Figure 1. Drive-strength map (run 1).
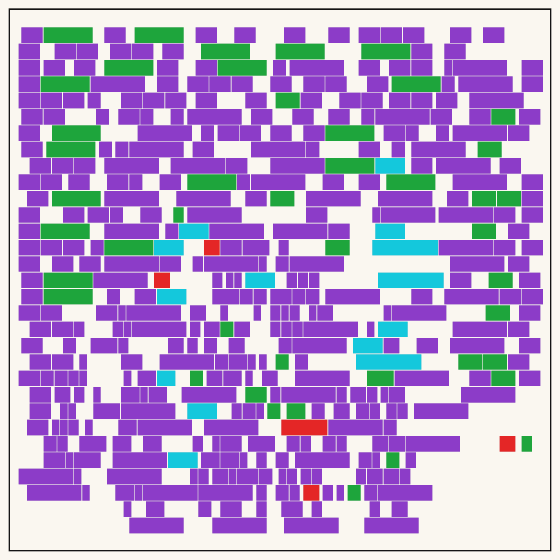
Figure 2. Port wiring (run 1).
The bar under the picture is 20 um long.
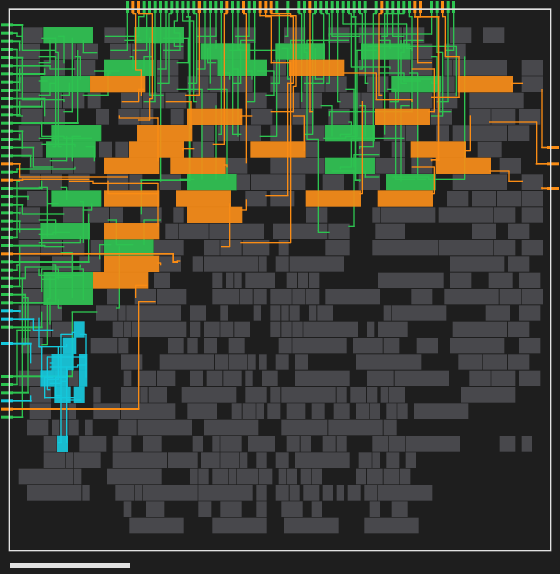
Figure 3. Cells colored by class (run 1).
Fill, decap, tap and diode cells in gray.
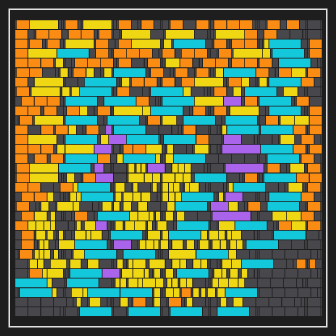
$ cat src/rtl/softmax_sched.sv
// Softmax scheduler: round-robin arbitration of NREQ requesters onto one softmax
// engine; streams the owner's frame in, then returns the result stream tagged with its id.
module softmax_sched #(
    parameter  int IBIT = 20,
    parameter  int OBIT = 11,
    parameter  int IDIM = 42,
    parameter  int NREQ = 4,
    parameter  int TMO  = 2048,
    localparam int IDW  = (NREQ > 1) ? $clog2(NREQ) : 1,
    localparam int CW   = $clog2(IDIM + 1),
    localparam int TW   = $clog2(TMO + 1)
) (
    input  logic                 clk,
    input  logic                 rst_n,
    input  logic [NREQ-1:0]      req,
    input  logic [NREQ*IBIT-1:0] req_data,
    output logic [NREQ-1:0]      grant,
    output logic                 rd_en,
    output logic                 sm_dv_in,
    output logic [IBIT-1:0]      sm_din,
    input  logic                 sm_dv_out,
    input  logic [OBIT-1:0]      sm_dout,
    output logic                 res_valid,
    output logic [OBIT-1:0]      res_data,
    output logic [IDW-1:0]       res_id,
    output logic                 res_last,
    output logic                 busy,
    output logic                 err_timeout,
    output logic                 err_proto
);

    typedef enum logic [2:0] {
        S_IDLE, S_GRANT, S_LOAD, S_WAIT, S_DRAIN, S_GAP
    } state_t;

    state_t          state_q, state_d;
    logic [IDW-1:0]  rr_ptr_q, rr_ptr_d;
    logic [IDW-1:0]  owner_q, owner_d;
    logic [NREQ-1:0] grant_q, grant_d;
    logic [CW-1:0]   cnt_q, cnt_d;
    logic [TW-1:0]   tmr_q, tmr_d;
    logic            sm_dv_in_q, sm_dv_in_d;
    logic [IBIT-1:0] sm_din_q, sm_din_d;
    logic            res_valid_q, res_valid_d;
    logic [OBIT-1:0] res_data_q, res_data_d;
    logic [IDW-1:0]  res_id_q, res_id_d;
    logic            res_last_q, res_last_d;
    logic            err_timeout_q, err_timeout_d;
    logic            err_proto_q, err_proto_d;

    logic [IBIT-1:0] slice [NREQ];
    logic            win_found;
    logic [IDW-1:0]  win_idx;
    int              cand;

    always_comb begin
        for (int i = 0; i < NREQ; i++) slice[i] = req_data[i*IBIT +: IBIT];
    end

    // Walk downward so the final hit is the first set bit at or after rr_ptr.
    always_comb begin
        win_found = 1'b0;
        win_idx   = '0;
        cand      = 0;
        for (int i = NREQ - 1; i >= 0; i--) begin
            cand = int'(rr_ptr_q) + i;
            if (cand >= NREQ) cand = cand - NREQ;
            if (req[cand[IDW-1:0]]) begin
                win_found = 1'b1;
                win_idx   = cand[IDW-1:0];
            end
        end
    end

    always_comb begin
        // NOTE: every signal gets a default before the case so no path can infer a latch.
        state_d       = state_q;
        rr_ptr_d      = rr_ptr_q;
        owner_d       = owner_q;
        grant_d       = grant_q;
        cnt_d         = cnt_q;
        tmr_d         = tmr_q;
        sm_dv_in_d    = 1'b0;
        sm_din_d      = '0;
        res_valid_d   = 1'b0;
        res_data_d    = res_data_q;
        res_id_d      = res_id_q;
        res_last_d    = 1'b0;
        err_timeout_d = err_timeout_q;
        err_proto_d   = err_proto_q;
        rd_en         = 1'b0;

        case (state_q)
            S_IDLE: begin
                cnt_d = '0;
                tmr_d = '0;
                if (win_found) begin
                    owner_d          = win_idx;
                    grant_d          = '0;
                    grant_d[win_idx] = 1'b1;
                    rr_ptr_d         = (win_idx == IDW'(NREQ - 1)) ? '0 : win_idx + 1'b1;
                    state_d          = S_GRANT;
                end
            end
            S_GRANT: state_d = S_LOAD;
            S_LOAD: begin
                rd_en      = 1'b1;
                sm_dv_in_d = 1'b1;
                sm_din_d   = slice[owner_q];
                if (cnt_q == CW'(IDIM - 1)) begin
                    cnt_d   = '0;
                    state_d = S_WAIT;
                end else begin
                    cnt_d = cnt_q + 1'b1;
                end
            end
            // WAIT and DRAIN share the capture path; cnt is 0 on entry to WAIT.
            S_WAIT, S_DRAIN: begin
                if (sm_dv_out) begin
                    res_valid_d = 1'b1;
                    res_data_d  = sm_dout;
                    res_id_d    = owner_q;
                    tmr_d       = '0;
                    if (cnt_q == CW'(IDIM - 1)) begin
                        res_last_d = 1'b1;
                        cnt_d      = '0;
                        grant_d    = '0;
                        state_d    = S_GAP;
                    end else begin
                        cnt_d   = cnt_q + 1'b1;
                        state_d = S_DRAIN;
                    end
                end else if (state_q == S_WAIT) begin
                    if (tmr_q == TW'(TMO - 1)) begin
                        err_timeout_d = 1'b1;
                        tmr_d         = '0;
                        grant_d       = '0;
                        state_d       = S_GAP;
                    end else begin
                        tmr_d = tmr_q + 1'b1;
                    end
                end
            end
            S_GAP:   state_d = S_IDLE;
            default: state_d = S_IDLE;
        endcase

        if (sm_dv_out && (state_q inside {S_IDLE, S_GRANT, S_LOAD, S_GAP})) err_proto_d = 1'b1;
    end

    always_ff @(posedge clk or negedge rst_n) begin
        if (!rst_n) begin
            state_q       <= S_IDLE;
            rr_ptr_q      <= '0;
            owner_q       <= '0;
            grant_q       <= '0;
            cnt_q         <= '0;
            tmr_q         <= '0;
            sm_dv_in_q    <= 1'b0;
            sm_din_q      <= '0;
            res_valid_q   <= 1'b0;
            res_data_q    <= '0;
            res_id_q      <= '0;
            res_last_q    <= 1'b0;
            err_timeout_q <= 1'b0;
            err_proto_q   <= 1'b0;
        end else begin
            state_q       <= state_d;
            rr_ptr_q      <= rr_ptr_d;
            owner_q       <= owner_d;
            grant_q       <= grant_d;
            cnt_q         <= cnt_d;
            tmr_q         <= tmr_d;
            sm_dv_in_q    <= sm_dv_in_d;
            sm_din_q      <= sm_din_d;
            res_valid_q   <= res_valid_d;
            res_data_q    <= res_data_d;
            res_id_q      <= res_id_d;
            res_last_q    <= res_last_d;
            err_timeout_q <= err_timeout_d;
            err_proto_q   <= err_proto_d;
        end
    end

    assign grant       = grant_q;
    assign sm_dv_in    = sm_dv_in_q;
    assign sm_din      = sm_din_q;
    assign res_valid   = res_valid_q;
    assign res_data    = res_data_q;
    assign res_id      = res_id_q;
    assign res_last    = res_last_q;
    assign busy        = (state_q != S_IDLE);
    assign err_timeout = err_timeout_q;
    assign err_proto   = err_proto_q;

endmodule
$ cat config.mk
export PLATFORM = sky130hd
export DESIGN_NAME = softmax_sched
export DESIGN_NICKNAME = d
export VERILOG_FILES = /design/src/rtl/softmax_sched.sv
export SDC_FILE = /design/constraint.sdc
export NUM_CORES = 1
export LEC_CHECK = 0
export ABC_CLOCK_PERIOD_IN_PS = 4400
export CORE_UTILIZATION = 45
export CTS_CLUSTER_SIZE = 10
export DETAILED_ROUTE_END_ITERATION = 8
export PLACE_DENSITY = 0.84
export SETUP_SLACK_MARGIN = 0.05
export SYNTH_ARGS = -nofsm -noshare
export SYNTH_HDL_FRONTEND = slang
export SYNTH_SLANG_ARGS = --single-unit
export TNS_END_PERCENT = 5
$ cat constraint.sdc
create_clock -name clk -period 4.4 [get_ports clk]
set_input_delay 0.44 -clock clk [delete_from_list [all_inputs] [get_ports clk]]
set_output_delay 0.44 -clock clk [all_outputs]
set_load 0.005 [all_outputs]
==> impl_metrics.yaml, run 1 <==
# generated from flow reports
logic_synthesis:
  postSynth.topFlopCell: "sky130_fd_sc_hd__dfrtp_1"
  synth.ff_latch_count: 67
  logic_family: "multiplexers"
  yosys-mux-area-fraction: 0.178
  compound_area_frac: 0.117
  postSynthAreaPerCell_um2: 11.7
  ys_area_mm2: 0.00347
  post_syn_area_mm2: 0.00347
  synth_area_leader_cell: "sky130_fd_sc_hd__dfrtp_1"
  synth-cells-yosys: 298
  synthDistinctLibCells: 50
  synth-edff-count: 0
  ys_top_cells_by_count: "sky130_fd_sc_hd__dfrtp_1 (67), sky130_fd_sc_hd__mux4_2 (20), sky130_fd_sc_hd__nand2_1 (20), sky130_fd_sc_hd__nor2b_1 (20), sky130_fd_sc_hd__a21oi_1 (19)"
final_timing:
  finalClockSkew_ps: 12.6
  finalHoldViolations: 0
  setup_repair_after_global_routing_missed_its_margin: "no"
  max-slew-margin-rel: 0.387
  max_freq_ghz: 0.387
  total_of_endpoints_with_negative_setup_slack_in_the_final_report: 0
  timing.final.crit_period_ps: 2580
setup_path:
  crit_path_cell_trace: "nand2b_1 > or2_2 > inv_1 > clkdlybuf4s50_1"
  critPathCapture: "rd_en"
  critical-path-slowest-cell: "sky130_fd_sc_hd__dfrtp_1"
  critical_path_peak_fanout: 21
  critical-path-max-stage-delay_ps: 540
  critical_path_class: "flip-flop to output port"
  timing.rr.end: "tmr_q[3]$_DFFE_PN0P_"
  crit_arrival_ps: 2140
cts:
  ctsRootBufferMaster: "sky130_fd_sc_hd__clkbuf_8"
  clock-sinks: 67
  tritoncts_clock_tree: "yes"
  cts_max_path_buffers: 2
  total_setup_buffers_inserted_after_cts: 0
  htree_levels: 3
  cts-buffers-inserted: 9
  clkTransAtPathRegs_ps: 80
  cts_hold_buffers: 0
final_layout:
  lay_top_count: "sky130_fd_sc_hd__clkdlybuf4s50_1"
  design.final.nets: 541
  insertedDiodeCount: 0
  final_layout_top_logic_cells: "sky130_fd_sc_hd__clkdlybuf4s50_1 (140), sky130_fd_sc_hd__dfrtp_1 (67), sky130_fd_sc_hd__mux4_2 (20), sky130_fd_sc_hd__nor2b_1 (20), sky130_fd_sc_hd__nand2_1 (20)"
  num-nonclk-buffers: 144
  final-nonclk-buf-share: 0.275
  final_layout_size_suffix_gt1_frac: 0.143
  largest_reg_flops: 20
  seqCellArea_mm2: 0.00168
die:
  die_h_um: 89.9
  design.portCount: 142
route:
  drt_pre_antenna_iters: 4
  route.top_layer_used: "met4"
  dr_total_vias: 2960
  ant_nets: 0
  met3WireLength_um: 552
  drt_wl_total_um: 8620
pwr:
  switching_power_uw: 960
  worst_ir_drop_vdd_uv: 327
  combPwrFrac: 0.448
  p_clk_frac: 0.214
  static-leakage-power_nw: 2.12
  power_sequential_mw: 1.00
global_route:
  grt_max_degree: 68
  global_route.usage.met1: 0.258
  grt_first_pass_wirelength_um: 14500
  global_route.peak_usage_layer: "met2"
  grt.overflow.total: 0
run:
  cap_violations: 0
hold_path:
  hold_class: "primary input to async pin"
outcome:
  status: "completed"
placement:
  half_perimeter_wire_length_after_placement_um: 6540
  place_congestion: 0.772
## Picture notes: Figure 1
- green: drive 2 (cells 44; most used mux4_2)
- purple: drive 1 or less (cells 378; most used clkdlybuf4s50_1)
- cyan: drive 6 and up (cells 14; most used clkbuf_8)
- red: drive 3 to 4 (cells 5; most used buf_4)
layout-stage area growth over the synthesis result: 49.4%
finished layout cell area: 0.00519 mm2
setup slack of the critical path after layout: 1820 ps

## Picture notes: Figure 2
- cyan: req (bits 4; direction input; edge left; end cells 10; buffers 4; wire 125 um)
- green: req_data (bits 80; direction input; edge 43 top, 37 left; end cells 20; buffers 80; wire 1710 um)
- orange: sm_din (bits 20; direction output; edge 13 top, 4 left, 3 right; end cells 20; buffers 20; wire 605 um)

## Picture notes: Figure 3
- orange: other buffers and delay cells (cells 144; share of their area 28%)
- yellow: all other logic (cells 214; share of their area 34%)
- cyan: flip-flops (cells 67; share of their area 33%)
- purple: clock drivers and dummy loads (cells 16; share of their area 4.9%)

-- run 1: critical path: cells and delay by family (launching register included) --
family,cells,cell delay (ps)
flops,1,540
simple gates,2,630
buf+inv,2,630
-- run 1: stage by stage --
step / std cells / power (mW) / util / instance area, um2 / hold WS, ps
finish: 540 / 2.96 / 0.705 / 5190 / 268
global route: 540 / 3.15 / 0.705 / 5190 / 363
CTS: 540 / 2.98 / 0.705 / 5190 / 318
detailed placement: 524 / 2.35 / 0.671 / 4940 / 476
global placement: 524 / 2.30 / 0.671 / 4940 / 441
floorplan: 298 / 1.73 / - / 3470 / 144
Figure 4. Cell placement (run 1).
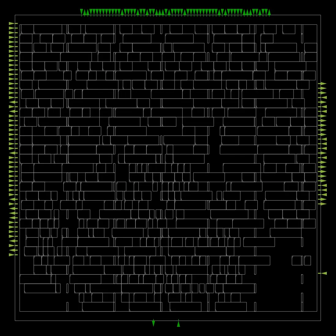

--- run 2 (diff from run 1) ---
Settings changed: ABC_CLOCK_PERIOD_IN_PS 4400 to 2700, CORE_UTILIZATION 45 to 43, PLACE_DENSITY 0.84 to 0.81.
Clock period 4.4 ns to 2.7 ns, I/O delays scaled along.
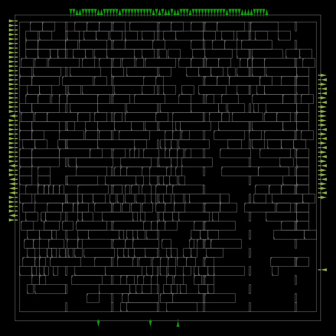
Figure 5: run 2, cell placement.
fin util: 0.678
sequential cell count of the final layout: 67
register fraction of the total cell area: 0.319
standard cell core area: 0.00777 mm2
final std cells w/o fill: 545

==> run 2 against run 1 <==
  * Hold slack improved by 210 ps
  * Synthesized area did not move
  * Sequential cell count did not move
  * Power rose by 66%
  * Wire length fell by 2.9%
  * Via count fell by 1.9%
  * Die area rose by 4.5%
  * Critical endpoint unchanged
  * Highest routed layer unchanged
==> impl_metrics.yaml, run 2 <==
# generated from flow reports
outcome:
  status: "completed"
cts:
  cts-buffers-inserted: 9
  htree_levels: 3
  cts_max_path_buffers: 2
  clock-sinks: 67
  total_setup_buffers_inserted_after_cts: 0
  ctsRootBufferMaster: "sky130_fd_sc_hd__clkbuf_8"
  clkTransAtPathRegs_ps: 70
  worst_skew_pair.late_latency_ps: 330
  cts_hold_buffers: 1
  tritoncts_clock_tree: "yes"
pwr:
  switching_power_mw: 1.53
  pwr-share-seq: 0.339
  p_clk_frac: 0.226
  power_mw: 4.90
  combPwrFrac: 0.435
  switching_part_of_the_total: 0.312
  worst_ir_drop_vdd_uv: 555
  static-leakage-power_nw: 2.15
  power_sequential_mw: 1.66
  intPower_mw: 3.37
placement:
  place_area_mm2: 0.00498
  half_perimeter_wire_length_after_placement_um: 6350
  place_congestion: 0.819
  io_buffers: 141
  dpl.cell_count: 528
setup_path:
  start_of_the_worst_register_to_register_path: "cnt_q[1]$_DFFE_PN0P_"
  reg2reg_slack_ps: 660
  cpLargestDelayFamily: "buffers and inverters"
  critical_path.n_buffers_inverters: 2
  launching_instance_or_port_of_the_critical_path: "state_q[1]$_DFFE_PN0P_"
  worstSetupStartpointType: "flip-flop"
  crit_arrival_ps: 2120
  critical_path_class: "flip-flop to output port"
  critical-path-slowest-cell: "sky130_fd_sc_hd__dfrtp_1"
  critPathCapture: "rd_en"
  crit_path_cell_trace: "nand2b_1 > or2_2 > inv_1 > clkdlybuf4s50_1"
  worstSetupPathDepth: 4
  critical-path-max-stage-delay_ps: 530
  critical_path_peak_fanout: 21
  timing.rr.end: "grant[1]$_DFFE_PN0P_"
global_route:
  grt_max_degree: 68
  grt_first_pass_wirelength_um: 13600
  grt_met3_use: 0.0473
  vias_in_the_first_global_route: 2913
  globalRouteMet2Util: 0.366
  global_route.peak_usage_layer: "met2"
  global_route.usage.met1: 0.242
  grt.overflow.total: 0
logic_synthesis:
  ys_area_mm2: 0.00347
  post_syn_area_mm2: 0.00347
  synth_area_leader_cell: "sky130_fd_sc_hd__dfrtp_1"
  synthDistinctLibCells: 50
  ys_top_cells_by_count: "sky130_fd_sc_hd__dfrtp_1 (67), sky130_fd_sc_hd__mux4_2 (20), sky130_fd_sc_hd__nand2_1 (20), sky130_fd_sc_hd__nor2b_1 (20), sky130_fd_sc_hd__a21oi_1 (19)"
  synth-edff-count: 0
  synth.ff_latch_count: 67
  synth-cells-yosys: 298
  postSynthAreaPerCell_um2: 11.7
  floorplan.nets: 403
  postSynth.topFlopCell: "sky130_fd_sc_hd__dfrtp_1"
final_timing:
  timing.final.crit_period_ps: 2390
  setup_repair_after_global_routing_missed_its_margin: "no"
  drv_slew: 0
  max_freq_ghz: 0.419
  final_critical_path_setup_slack_ps: 314
  hold-worst-slack_ps: 479
  finalClockSkew_ps: 6.33
  finalHoldViolations: 0
  max-slew-margin-rel: 0.388
  total_of_endpoints_with_negative_setup_slack_in_the_final_report: 0
final_layout:
  lay_top_count: "sky130_fd_sc_hd__clkdlybuf4s50_1"
  final_layout_top_logic_cells: "sky130_fd_sc_hd__clkdlybuf4s50_1 (140), sky130_fd_sc_hd__dfrtp_1 (67), sky130_fd_sc_hd__mux4_2 (20), sky130_fd_sc_hd__nor2b_1 (20), sky130_fd_sc_hd__nand2_1 (20)"
  insertedDiodeCount: 0
  final_layout_size_suffix_gt1_frac: 0.144
  clk_share: 0.0521
  post-route-cell-area_mm2: 0.00526
  area.share.combinational: 0.317
  layout.filler_cells: 596
  largest_reg_flops: 20
  clk_buf_instances: 10
  final-nonclk-buf-share: 0.280
  flow.area_growth_from_synthesis_pct: 51.5
  logic_area_mm2: 0.00167
  seqCellArea_mm2: 0.00168
  largest_class: "registers"
  num-nonclk-buffers: 146
  design.final.nets: 543
die:
  design.portCount: 142
  die_h_um: 91.9
  rows: 32
  floorplan.core_util: 0.447
run:
  tool_warnings: 30
  cap_violations: 0
route:
  route.top_layer_used: "met4"
  dr_total_vias: 2904
  route.layer.met1.wl_um: 3270
  drt_wl_total_um: 8370
  drt_pre_antenna_iters: 4
  wl_per_cell_um: 15.4
  ant_nets: 0
  initialDrtViolationCount: 72
  met3WireLength_um: 500
hold_path:
  hold_class: "flip-flop to flip-flop"
==> run 2: cell counts after synthesis <==
No cell type changed its count.
==> run 2: logic make-up after synthesis <==
group	share of synthesized area
AOI/OAI and AO/OA	0.117
xor gates and xnor gates	0.00252
adders and majority gates	0.0252
buffers and inverters	0.0371
DFF	0.483
muxes	0.178
and+or+nand+nor	0.158
==> run 2: worst min-delay path by stage <==
stage / endpoint / cells after the start
after floorplan: cnt_q[0]$_DFFE_PN0P_ / 0
after global placement: res_data[1]$_DFFE_PN0P_ / 2
after detailed placement: res_data[1]$_DFFE_PN0P_ / 2
after CTS: err_proto$_DFFE_PN0P_ / 1
after global routing: err_proto$_DFFE_PN0P_ / 1
final: err_proto$_DFFE_PN0P_ / 1
No activity file was given, so power comes from the tool's default toggle rates.
